[src/rtl/pipe_hazard_unit_if.sv]
// Hazard-control bundle between the pipeline datapath/control and pipe_hazard_unit.
// master = pipeline side (drives hazard sources), slave = hazard unit side.
interface pipe_hazard_unit_if #(
    parameter int NREAD = 2,
    parameter int AW    = 4
);
    logic [NREAD*AW-1:0] rd_addr;
    logic [NREAD-1:0]    rd_used;
    logic                regwrite_e;
    logic                regwrite_m;
    logic                regwrite_w;
    logic [AW-1:0]       wa_e;
    logic [AW-1:0]       wa_m;
    logic [AW-1:0]       wa_w;
    logic                memread_e;
    logic                br_taken_e;
    logic                stall_if;
    logic                stall_id;
    logic                flush_id;
    logic                flush_ex;
    logic [NREAD*2-1:0]  fwd_sel;
    logic [15:0]         stall_cnt;

    modport master (
        output rd_addr, rd_used, regwrite_e, regwrite_m, regwrite_w,
               wa_e, wa_m, wa_w, memread_e, br_taken_e,
        input  stall_if, stall_id, flush_id, flush_ex, fwd_sel, stall_cnt
    );

    modport slave (
        input  rd_addr, rd_used, regwrite_e, regwrite_m, regwrite_w,
               wa_e, wa_m, wa_w, memread_e, br_taken_e,
        output stall_if, stall_id, flush_id, flush_ex, fwd_sel, stall_cnt
    );
endinterface

[src/rtl/pipe_hazard_unit.sv]
// N-read-port hazard controller for the 5-stage pipeline: data stalls, branch flush FSM,
// stall-cycle counter. Define PIPE_HAZARD_FWD_EN to enable forwarding with load-use detection.
module pipe_hazard_unit #(
    parameter int NREAD      = 2,
    parameter int AW         = 4,
    parameter int BR_PENALTY = 2
) (
    input  logic                clk,
    input  logic                reset,
    pipe_hazard_unit_if.slave   hz
);
    typedef enum logic {RUN, BRFL} state_t;

    state_t             state, state_nxt;
    logic [2:0]         cnt, cnt_nxt;
    logic [NREAD-1:0]   match_e, match_m, match_w;
    logic               data_hzd;
    logic [NREAD*2-1:0] fwd_raw;
    logic               stall_if, stall_id, flush_id, flush_ex, data_stall;
    logic [NREAD*2-1:0] fwd_sel;
    logic [15:0]        stall_cnt;

    always_comb begin
        match_e = '0;
        match_m = '0;
        match_w = '0;
        for (int i = 0; i < NREAD; i++) begin
            match_e[i] = hz.rd_used[i] & hz.regwrite_e & (hz.rd_addr[i*AW +: AW] == hz.wa_e);
            match_m[i] = hz.rd_used[i] & hz.regwrite_m & (hz.rd_addr[i*AW +: AW] == hz.wa_m);
            match_w[i] = hz.rd_used[i] & hz.regwrite_w & (hz.rd_addr[i*AW +: AW] == hz.wa_w);
        end
    end

`ifdef PIPE_HAZARD_FWD_EN
    // Only a load in EX cannot be bypassed; everything else reaches MEM/WB in time.
    assign data_hzd = (|match_e) & hz.memread_e;

    always_comb begin
        fwd_raw = '0;
        for (int i = 0; i < NREAD; i++) begin
            fwd_raw[2*i+1] = match_m[i];
            fwd_raw[2*i]   = match_w[i] & ~match_m[i];
        end
    end
`else
    assign data_hzd = |(match_e | match_m | match_w);
    assign fwd_raw  = '0;
`endif

    always_ff @(posedge clk or posedge reset) begin
        // NOTE: sequential state is written only with non-blocking assignments.
        if (reset) begin
            state <= RUN;
            cnt   <= '0;
        end else begin
            state <= state_nxt;
            cnt   <= cnt_nxt;
        end
    end

    always_comb begin
        // NOTE: defaults first in every combinational block so no latch is inferred.
        state_nxt = state;
        cnt_nxt   = cnt;
        case (state)
            RUN: begin
                if (hz.br_taken_e && (BR_PENALTY > 1)) begin
                    state_nxt = BRFL;
                    cnt_nxt   = 3'(BR_PENALTY - 2);
                end
            end
            BRFL: begin
                if (cnt == '0) state_nxt = RUN;
                else           cnt_nxt   = cnt - 3'd1;
            end
            default: state_nxt = RUN;
        endcase
    end

    always_comb begin
        stall_if   = 1'b0;
        stall_id   = 1'b0;
        flush_id   = 1'b0;
        flush_ex   = 1'b0;
        data_stall = 1'b0;
        fwd_sel    = '0;
        if (!reset) begin
            case (state)
                RUN: begin
                    fwd_sel = fwd_raw;
                    if (hz.br_taken_e) begin
                        // The ID instruction is on the wrong path, so its hazards are moot.
                        flush_id = 1'b1;
                        flush_ex = 1'b1;
                    end else if (data_hzd) begin
                        stall_if   = 1'b1;
                        stall_id   = 1'b1;
                        flush_ex   = 1'b1;
                        data_stall = 1'b1;
                    end
                end
                BRFL:    flush_id = 1'b1;
                default: flush_id = 1'b0;
            endcase
        end
    end

    always_ff @(posedge clk or posedge reset) begin
        if (reset)
            stall_cnt <= '0;
        else if (data_stall && (stall_cnt != 16'hFFFF))
            stall_cnt <= stall_cnt + 16'd1;
    end

    assign hz.stall_if  = stall_if;
    assign hz.stall_id  = stall_id;
    assign hz.flush_id  = flush_id;
    assign hz.flush_ex  = flush_ex;
    assign hz.fwd_sel   = fwd_sel;
    assign hz.stall_cnt = stall_cnt;
endmodule

[src/flat_wrapper.sv]
// flat-port wrapper written by rule: the top's interface ports become plain ports
module pipe_hazard_unit_flat 
#(
    parameter int NREAD      = 2,
    parameter int AW         = 4,
    parameter int BR_PENALTY = 2
)
  (clk, reset, hz_rd_addr, hz_rd_used, hz_regwrite_e, hz_regwrite_m, hz_regwrite_w, hz_wa_e, hz_wa_m, hz_wa_w, hz_memread_e, hz_br_taken_e, hz_stall_if, hz_stall_id, hz_flush_id, hz_flush_ex, hz_fwd_sel, hz_stall_cnt);
  pipe_hazard_unit_if #(.NREAD(NREAD), .AW(AW)) hz_i ();
  input  logic clk;
  input  logic reset;
  input wire logic [$bits(hz_i.rd_addr)-1:0] hz_rd_addr;
  input wire logic [$bits(hz_i.rd_used)-1:0] hz_rd_used;
  input wire logic [$bits(hz_i.regwrite_e)-1:0] hz_regwrite_e;
  input wire logic [$bits(hz_i.regwrite_m)-1:0] hz_regwrite_m;
  input wire logic [$bits(hz_i.regwrite_w)-1:0] hz_regwrite_w;
  input wire logic [$bits(hz_i.wa_e)-1:0] hz_wa_e;
  input wire logic [$bits(hz_i.wa_m)-1:0] hz_wa_m;
  input wire logic [$bits(hz_i.wa_w)-1:0] hz_wa_w;
  input wire logic [$bits(hz_i.memread_e)-1:0] hz_memread_e;
  input wire logic [$bits(hz_i.br_taken_e)-1:0] hz_br_taken_e;
  output wire logic [$bits(hz_i.stall_if)-1:0] hz_stall_if;
  output wire logic [$bits(hz_i.stall_id)-1:0] hz_stall_id;
  output wire logic [$bits(hz_i.flush_id)-1:0] hz_flush_id;
  output wire logic [$bits(hz_i.flush_ex)-1:0] hz_flush_ex;
  output wire logic [$bits(hz_i.fwd_sel)-1:0] hz_fwd_sel;
  output wire logic [$bits(hz_i.stall_cnt)-1:0] hz_stall_cnt;
  assign hz_i.rd_addr = hz_rd_addr;
  assign hz_i.rd_used = hz_rd_used;
  assign hz_i.regwrite_e = hz_regwrite_e;
  assign hz_i.regwrite_m = hz_regwrite_m;
  assign hz_i.regwrite_w = hz_regwrite_w;
  assign hz_i.wa_e = hz_wa_e;
  assign hz_i.wa_m = hz_wa_m;
  assign hz_i.wa_w = hz_wa_w;
  assign hz_i.memread_e = hz_memread_e;
  assign hz_i.br_taken_e = hz_br_taken_e;
  assign hz_stall_if = hz_i.stall_if;
  assign hz_stall_id = hz_i.stall_id;
  assign hz_flush_id = hz_i.flush_id;
  assign hz_flush_ex = hz_i.flush_ex;
  assign hz_fwd_sel = hz_i.fwd_sel;
  assign hz_stall_cnt = hz_i.stall_cnt;
  pipe_hazard_unit #(.NREAD(NREAD), .AW(AW), .BR_PENALTY(BR_PENALTY)) u_core (.clk(clk), .reset(reset), .hz(hz_i));
endmodule
[config.mk]
export PLATFORM = sky130hd
export DESIGN_NAME = pipe_hazard_unit_flat
export DESIGN_NICKNAME = d
export VERILOG_FILES = /design/src/rtl/pipe_hazard_unit_if.sv /design/src/rtl/pipe_hazard_unit.sv /design/src/flat_wrapper.sv
export SDC_FILE = /design/constraint.sdc
export NUM_CORES = 1
export LEC_CHECK = 0
export CORE_MARGIN = 4
export CORE_UTILIZATION = 44
export CTS_CLUSTER_DIAMETER = 150
export DETAILED_ROUTE_END_ITERATION = 8
export PLACE_DENSITY = 0.86
export SYNTH_ARGS = -nofsm -noshare
export SYNTH_HDL_FRONTEND = slang
export SYNTH_SLANG_ARGS = --single-unit
[constraint.sdc]
create_clock -name clk -period 3.2 [get_ports clk]
set_input_delay 0.96 -clock clk [delete_from_list [all_inputs] [get_ports clk]]
set_output_delay 0.96 -clock clk [all_outputs]
set_load 0.03 [all_outputs]
**Run 1: zoomed window**

Bar = 10 µm. Window x 4 to 29, y 4 to 29 µm. Cells in gray, sequential cells in the stronger gray; small squares are vias.
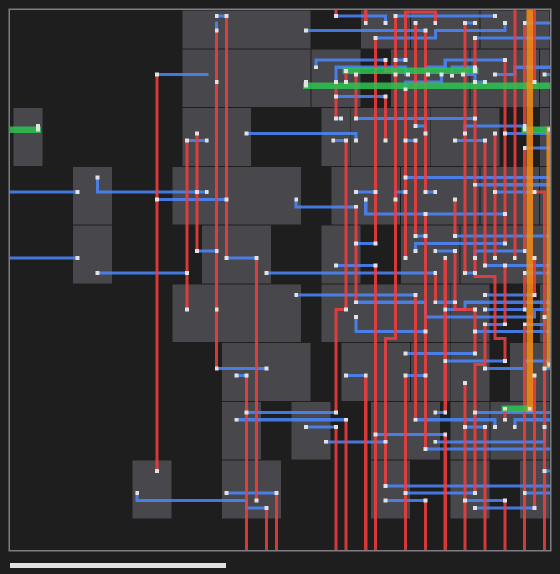
Key: metal 2 = red; metal 3 = green; metal 4 = orange; metal 1 = blue
Most frequent: clkbuf_2 (8), xor2_1 (5), buf_2 (4). 40 logic cells have their middle in the window. Sequential cells in the window: 0.

**Run 1: gate families picked out**

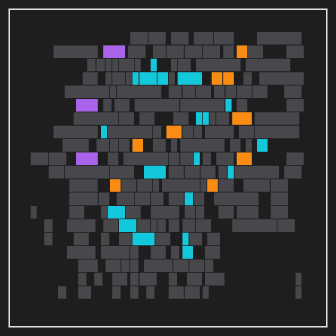
Key: NOR gates = cyan [cells 19]; adder and majority cells = purple [cells 3]; AND and OR gates = orange [cells 9]

**Run 1: sequential cells grouped by signal name**

Bar = 20 µm.
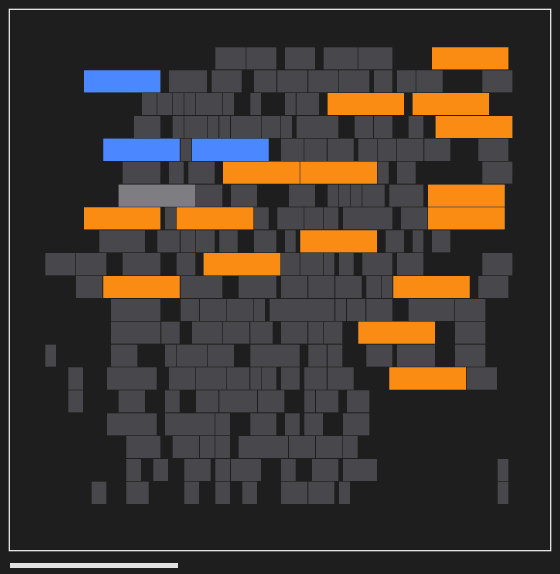
Key: `u_core.cnt` = blue [placed flops 3]; `u_core.hz.stall_cnt` = orange [placed flops 16]
Another 1 sequential cells are not colored.

==> flow report, run 1 <==
==================================================================================
Startpoint of the most critical hold path                             u_core.hz.stall_cnt[12]
CTS hold repair buffers                                                          0
Fraction of the cycle the final worst path needs                            96.94%
Reg2Reg Launch Point                                                  u_core.hz.stall_cnt[0]
Largest net degree at the start of global routing                               21
Result of the run                                                        completed
Quantity of I/O buffers inserted on ports                                       47
Classification of the worst-slack hold path                                reg2reg
Net count, final                                                               233
Top logic cell by instance count in the layout                        sky130_fd_sc_hd__dfrtp_1
Most common reg cell                                                  sky130_fd_sc_hd__dfrtp_1
Crit end category                                                       output pin
Clock Pin Slew Worst Setup and Hold Paths                                   110 ps
DR vias                                                                       1256
Buffers inserted during post-CTS setup optimization                              0
Post-layout util                                                            65.12%
Antenna fix cells                                                                0
CP cell instances                                                     clkbuf_2 > xor2_2 > nor4_2 > nor2_1 > nand4_4 > nor2_2 > nor3_2 > buf_4
Post-synthesis register bit count                                               20
Unique cell type count in the Yosys netlist                                     36
Maximum clock path buffer count                                                  2
Insertion Delay late pin                                                    300 ps
Signed area change from the synthesized netlist to the final layout         41.73%
Avg Inst Size Synth                                                      9.595 µm²
Buffers plus inverters on the worst setup path                                   2
Final HPWL from detailed placement                                         2816 µm
Ratio of cells with drive above 1 in the final layout                       31.00%
Number of cell instances after yosys synthesis                                 145
Number of flops mapped to enable cells by yosys                                  0
Sort of element at the start of the critical path                     primary input
Overall overflow remaining after global route                                    0
Chip area                                                             0.004125 mm²
Number of placement rows                                                        20
Summed negative setup slack over all endpoints                                0 ps
Violation tally from detailed-route iteration zero                              57
==================================================================================
run 1: cell usage after synthesis (2+ instances only):
library cell	instances
sky130_fd_sc_hd__inv_1	7
sky130_fd_sc_hd__dfrtp_1	20
sky130_fd_sc_hd__nor4_1	3
sky130_fd_sc_hd__nand2_1	7
sky130_fd_sc_hd__ha_1	3
sky130_fd_sc_hd__mux2_4	2
sky130_fd_sc_hd__nor3_1	4
sky130_fd_sc_hd__nor2b_1	2
sky130_fd_sc_hd__nand4_1	10
sky130_fd_sc_hd__xnor2_1	19
sky130_fd_sc_hd__a21oi_1	2
sky130_fd_sc_hd__nand3_1	9
sky130_fd_sc_hd__nor2_1	10
sky130_fd_sc_hd__xor2_1	16
sky130_fd_sc_hd__and2_4	2
sky130_fd_sc_hd__and2_1	2
sky130_fd_sc_hd__and3_1	4
sky130_fd_sc_hd__buf_4	5
run 1: metal layers:
layer	up-vias	part of all wire [%]	global-route usage (%)
met3	6	4.3	3.866
met1	605	40	19.19
met2	43	54	34.58
li1	602	-	-
met5	-	0	0
met4	0	1.0	4.222
run 1: logic make-up after synthesis:
family | count (synthesis) | share of synthesized area [%]
AND-OR/OR-AND | 12 | 6.836
XOR/XNOR | 35 | 22.03
adder cells (fa/ha/maj) | 3 | 2.698
buffers and inverters | 14 | 5.666
flip-flops | 20 | 35.97
multiplexers | 2 | 2.158
other | 1 | 0.2695
AND/OR/NAND/NOR | 58 | 24.37
run 1: metrics by stage:
step                      hold WS (ps)  total power [µW]  setup slack (ps)  instance area, µm²  instances
after floorplan                  471.6             510.0            -117.6                1410        148
after global placement           484.8             601.8            -273.9                1929        240
after detailed placement         493.1             623.9            -312.1                1929        240
after CTS                        508.9             765.4             2.947                1989        244
after global routing             548.2             818.6            -9.938                1972        244
final                            497.9             766.3             97.94                1972        244
run 1: sequential cells by signal, indices dropped and copies added (netlist names):
register and flops:
u_core.hz.stall_cnt 16, u_core.state 1, u_core.cnt 3
run 1: layout make-up:
cell class | instances | area, µm²
Tap cell | 44 | 55.05
Clock buffer | 4 | 36.28
Timing Repair Buffer | 54 | 431.7
Inverter | 8 | 30.03
Fill cell | 239 | 1056
Multi-Input combinational cell | 114 | 918.4
Sequential cell | 20 | 500.5
run 1: report_power, final:
group | total (µW) | switching [µW] | internal [µW]
Combinational | 303 | 168 | 136
Clock | 146 | 76.6 | 69.5
Sequential | 317 | 29.5 | 287
run 1: path summary, 6_finish.rpt:
path                                            to  slack (ps)  depth (start not counted)
setup / recovery                       hz_flush_ex         100                          8
hold / removal             u_core.hz.stall_cnt[12]         500                          1
setup reg to reg            u_core.hz.stall_cnt[1]        1170                          7
hold reg to reg            u_core.hz.stall_cnt[12]         500                          1
max in group asynchronous   u_core.hz.stall_cnt[1]        1920                          3
min in group asynchronous   u_core.hz.stall_cnt[9]        1070                          3
run 1: repair_timing:
action / in CTS / in global routing
resized: 49 / 47
pin swaps: 16 / 18
setup endpoints to repair: 3 / 3
cloned: 0 / 0
**Run 1: nets reached from selected ports**

Bar = 20 µm.
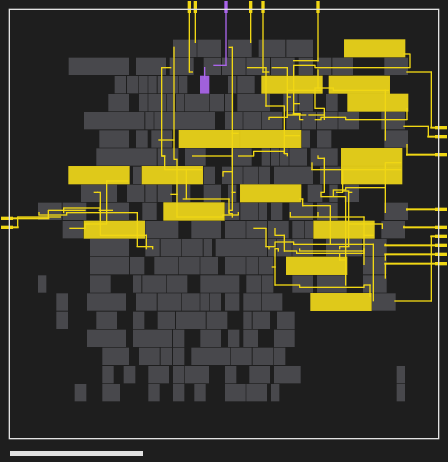

==> run 2: changes to the inputs <==
--- a/config.mk
+++ b/config.mk
@@ -5,8 +5,10 @@
 export SDC_FILE = /design/constraint.sdc
 export NUM_CORES = 1
 export LEC_CHECK = 0
+export ABC_AREA = 1
+export CAP_MARGIN = 20
 export CORE_MARGIN = 4
-export CORE_UTILIZATION = 44
+export CORE_UTILIZATION = 47
 export CTS_CLUSTER_DIAMETER = 150
 export DETAILED_ROUTE_END_ITERATION = 8
 export PLACE_DENSITY = 0.86
**Run 2: nets reached from selected ports**

Bar = 20 µm.
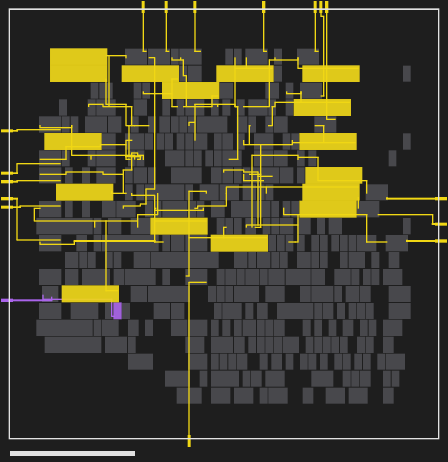
Key: `hz_flush_id` = purple [direction output, edge west, end cells 1, buffers 1, wire 21.6 µm]; `hz_stall_cnt` = yellow [direction output, edge 7 north, 5 west, 3 east, 1 south, end cells 16, buffers 16, wire 722 µm]

**Run 2: zoomed window**

Bar = 10 µm. Window x 5 to 30, y 5 to 30 µm. Cells in gray, sequential cells in the stronger gray; small squares are vias.
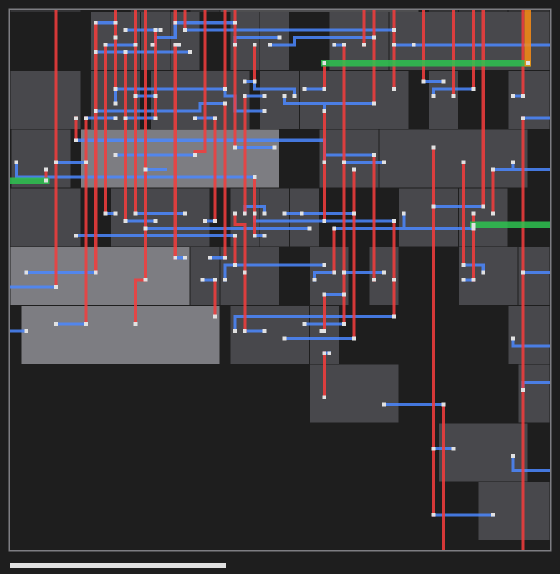

==> flow report, run 2 <==
==================================================================================
Most used standard cells in the synthesized netlist                   sky130_fd_sc_hd__nand2_1, sky130_fd_sc_hd__nor2_1, sky130_fd_sc_hd__inv_1
Avg Inst Size Synth                                                      6.366 µm²
Share of power burned in combinational logic                                 34.9%
Classification of the worst-slack hold path                                reg2reg
DR vias                                                                       1878
Maximum clock path buffer count                                                  2
Most frequent cell after synthesis                                    sky130_fd_sc_hd__nand2_1
Insertion Delay late pin                                                    260 ps
Unique cell type count in the Yosys netlist                                     30
Chip area                                                             0.004720 mm²
Net switching power                                                       303.3 µW
Cell Count Post-Placement                                                      366
Number of placement rows                                                        21
Top logic cell by instance count in the layout                        sky130_fd_sc_hd__nand2_1
Result of the run                                                        completed
Largest Register                                                      u_core.hz.stall_cnt
Startpoint of the most critical hold path                             u_core.hz.stall_cnt[3]
Final cell count without fillers                                               370
Buffers inserted during post-CTS setup optimization                              0
Flip-flop count of the largest register, all copies and words added             16
Largest net degree at the start of global routing                               21
Overall overflow remaining after global route                                    0
Violation tally from detailed-route iteration zero                             123
Number of flops mapped to enable cells by yosys                                  0
Clock Power                                                                 253 µW
Power drawn by the sequential cells                                         321 µW
Net count, final                                                               357
Reg2Reg Launch Point                                                  u_core.hz.stall_cnt[0]
Final Cell Area                                                       0.002342 mm²
Reg power frac                                                               36.4%
Sort of element at the start of the critical path                     primary input
Cell area after placement                                             0.002257 mm²
Final HPWL from detailed placement                                         3504 µm
Power of the combinational group                                            308 µW
==================================================================================
run 2: netlist changes by cell type in the layout (fill, tap and decap cells not counted), moves of 4 or more:
cell                              change
sky130_fd_sc_hd__inv_1               +19
sky130_fd_sc_hd__and3_1               -4
sky130_fd_sc_hd__nand4_1              +9
sky130_fd_sc_hd__xor2_1               -4
sky130_fd_sc_hd__nor2_1              +20
sky130_fd_sc_hd__buf_2                -4
sky130_fd_sc_hd__clkdlybuf4s15_1      +4
sky130_fd_sc_hd__clkbuf_4             -4
sky130_fd_sc_hd__dlygate4sd2_1        +8
sky130_fd_sc_hd__nand2_1             +92
sky130_fd_sc_hd__clkbuf_2             -5
sky130_fd_sc_hd__xnor2_1              -9
sky130_fd_sc_hd__inv_2                +6
sky130_fd_sc_hd__xor2_2               -5
run 2: stage by stage:
step                      hold slack, ps  setup TNS, ps  utilization [%]  setup WS (ps)
after floorplan                    493.3              0                -          187.4
after global placement             513.0          -1076            65.58         -696.6
after detailed placement           520.2          -1140            65.58         -707.0
after CTS                          538.5              0            67.90         0.2565
after global routing               564.7         -90.69            68.05         -45.84
final                              546.6              0            68.05          42.46
run 2: final timing paths:
path                       slack, ps  depth (start not counted)                       to
hold / removal                   550                          2   u_core.hz.stall_cnt[3]
min in group asynchronous       1320                          3  u_core.hz.stall_cnt[10]
max in group asynchronous       1400                          3  u_core.hz.stall_cnt[14]
setup / recovery                  40                         10              hz_stall_if
setup reg to reg                1240                          9  u_core.hz.stall_cnt[12]
hold reg to reg                  550                          2   u_core.hz.stall_cnt[3]
run 2: cells by family (layout without fill, tap and decap cells):
kind of cell	count (synthesis)	in the layout	share of synthesized area (%)
DFF	20	20	28.90
buffers and inverters	43	92	10.98
xor gates and xnor gates	16	16	8.093
adders and majority gates	3	3	2.168
and+or+nand+nor	176	176	45.45
AOI/OAI and AO/OA	13	13	4.190
other	1	4	0.2166
run 2: routing by layer:
layer	vias up	track usage [%]	routed length [µm]
li1	955	-	-
met1	870	28.84	2101
met2	48	35.04	2237
met3	5	2.917	236
met4	0	4.623	36
met5	-	0	0
run 2: area by class of cell:
| cell class | instances | area, µm² |
|---|---|---|
| inverters | 34 | 127.6 |
| repair buffers | 54 | 475.5 |
| multi-input cells | 212 | 1110 |
| well taps | 46 | 57.56 |
| flip-flops and latches | 20 | 500.5 |
| fillers | 326 | 1100 |
| clock buffers | 3 | 41.29 |
| clock inverters | 1 | 30.03 |
run 2: timing repair:
action,CTS,global route
pin swaps,8,15
setup endpoints to repair,3,3
gates resized,42,29
hold buffers,0,0
hold endpoints to repair,0,0
run 2: critical path, stage by stage:
cell and delay, ps:
sky130_fd_sc_hd__clkdlybuf4s15_1 210, sky130_fd_sc_hd__inv_1 80, sky130_fd_sc_hd__nand2_1 70, sky130_fd_sc_hd__nand2_1 60, sky130_fd_sc_hd__nand3b_1 170, sky130_fd_sc_hd__nor2_2 150, sky130_fd_sc_hd__nor2_4 60, sky130_fd_sc_hd__buf_4 140
sky130_fd_sc_hd__a21boi_4 150, sky130_fd_sc_hd__buf_6 150
**Run 2: sequential cells grouped by signal name**

Bar = 20 µm.
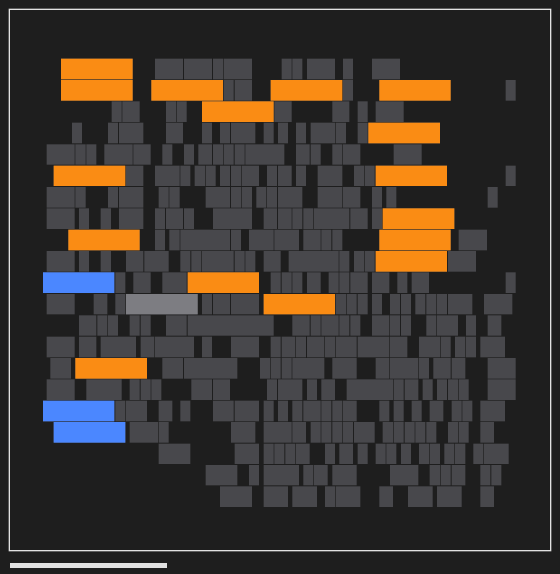

==> run 3: changes to the inputs <==
--- a/config.mk
+++ b/config.mk
@@ -5,10 +5,9 @@
 export SDC_FILE = /design/constraint.sdc
 export NUM_CORES = 1
 export LEC_CHECK = 0
-export ABC_AREA = 1
 export CAP_MARGIN = 20
 export CORE_MARGIN = 4
-export CORE_UTILIZATION = 47
+export CORE_UTILIZATION = 44
 export CTS_CLUSTER_DIAMETER = 150
 export DETAILED_ROUTE_END_ITERATION = 8
 export PLACE_DENSITY = 0.86
**Run 3: sequential cells grouped by signal name**

Bar = 20 µm.
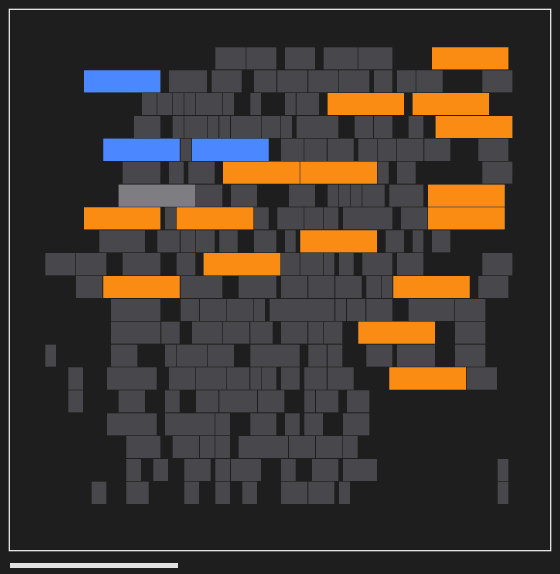
Key: `u_core.cnt` = blue [placed flops 3]; `u_core.hz.stall_cnt` = orange [placed flops 16]
Another 1 sequential cells are not colored.

**Run 3: gate families picked out**

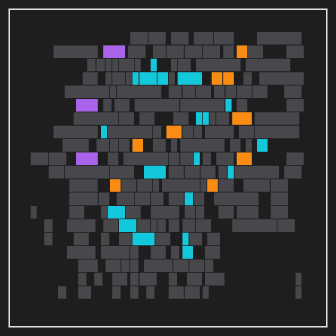
Key: AND and OR gates = orange [cells 9]; adder and majority cells = purple [cells 3]; NOR gates = cyan [cells 19]

==> flow report, run 3 <==
==================================================================================
Result of the run                                                        completed
Most frequent cell after synthesis                                    sky130_fd_sc_hd__dfrtp_1
Fraction of the cycle the final worst path needs                            96.94%
Insertion Delay late pin                                                    300 ps
Crit end category                                                       output pin
Chip area                                                             0.004125 mm²
Sort of element at the start of the critical path                     primary input
Net count, final                                                               233
Final cell count without fillers                                               244
Flip-flop count of the largest register, all copies and words added             16
Ratio of cells with drive above 1 in the final layout                       31.00%
Stage delay of the slowest cell on the critical path                        300 ps
Top flop regs                                                         u_core.hz.stall_cnt x16, u_core.cnt x3, u_core.state x1
Cell Count Post-Placement                                                      240
Top logic cell by instance count in the layout                        sky130_fd_sc_hd__dfrtp_1
Antenna fix cells                                                                0
CP cell instances                                                     clkbuf_2 > xor2_2 > nor4_2 > nor2_1 > nand4_4 > nor2_2 > nor3_2 > buf_4
Top non-seq family                                                    simple AND/OR/NAND/NOR gates
Number of cell instances after yosys synthesis                                 145
Share of synthesized area spent on multiplexers                             2.158%
Post-synthesis register bit count                                               20
==================================================================================
run 3: cell count changes in the layout (fill, tap and decap cells not counted), moves of 5 or more:
cell,before,now
sky130_fd_sc_hd__nor2_1,29,9
sky130_fd_sc_hd__nand2_1,99,7
sky130_fd_sc_hd__clkbuf_2,7,12
sky130_fd_sc_hd__nand4_1,19,10
sky130_fd_sc_hd__inv_1,26,7
sky130_fd_sc_hd__xnor2_1,8,17
sky130_fd_sc_hd__dlygate4sd2_1,13,5
sky130_fd_sc_hd__inv_2,7,1
sky130_fd_sc_hd__xor2_2,0,5
run 3: cell type report:
cell class,count,area (µm²)
timing repair buffer,54,431.7
clock buffer,4,36.28
multi-input combinational,114,918.4
tap,44,55.05
sequential,20,500.5
fill,239,1056
inverter,8,30.03
run 3: kinds of logic after synthesis:
kind of cell,Yosys count
AOI/OAI and AO/OA,12
xor gates and xnor gates,35
adders and majority gates,3
buffers and inverters,14
DFF,20
muxes,2
other,1
and+or+nand+nor,58
run 3: metrics by stage:
step / util, % / hold slack, ps / TNS [ps] / setup WS, ps / area [µm²]
final: 65.12 / 497.9 / 0 / 97.94 / 1972
after global routing: 65.12 / 548.2 / -9.938 / -9.938 / 1972
after CTS: 65.70 / 508.9 / 0 / 2.947 / 1989
after detailed placement: 63.72 / 493.1 / -925.4 / -312.1 / 1929
after global placement: 63.72 / 484.8 / -816.7 / -273.9 / 1929
after floorplan: - / 471.6 / -117.6 / -117.6 / 1410
run 3: final timing paths:
check	start	to	slack [ps]	cells past startpoint
setup / recovery	hz_rd_addr[1]	hz_flush_ex	100	8
hold reg to reg	u_core.hz.stall_cnt[12]	u_core.hz.stall_cnt[12]	500	1
setup reg to reg	u_core.hz.stall_cnt[0]	u_core.hz.stall_cnt[1]	1170	7
min in group asynchronous	reset	u_core.hz.stall_cnt[9]	1070	3
max in group asynchronous	reset	u_core.hz.stall_cnt[1]	1920	3
hold / removal	u_core.hz.stall_cnt[12]	u_core.hz.stall_cnt[12]	500	1
run 3: where the power goes:
group	total (µW)	internal, µW	switching (µW)	leakage [µW]
combinational	303	136	168	0.000576
clock	146	69.5	76.6	0.0000210
sequential	317	287	29.5	0.000270
total	766	493	274	0.000867
run 3: per-layer routing:
metal / global-route usage, % / routed length, µm / up-vias
met5: 0 / 0 / -
met3: 3.866 / 154 / 6
met1: 19.19 / 1438 / 605
met4: 4.222 / 36 / 0
met2: 34.58 / 1946 / 43
li1: - / - / 602
run 3: what timing repair did:
action	in CTS	in global routing
endpoints found under the setup margin	3	3
pin swaps	16	18
gates resized	49	47
hold buffers	0	0
run 3: critical path: cells and delay by family:
kind | cells | cell delay, ps
xor+xnor | 1 | 180
simple gates | 5 | 690
buf+inv | 2 | 290
Power and IR drop assume default switching activity.
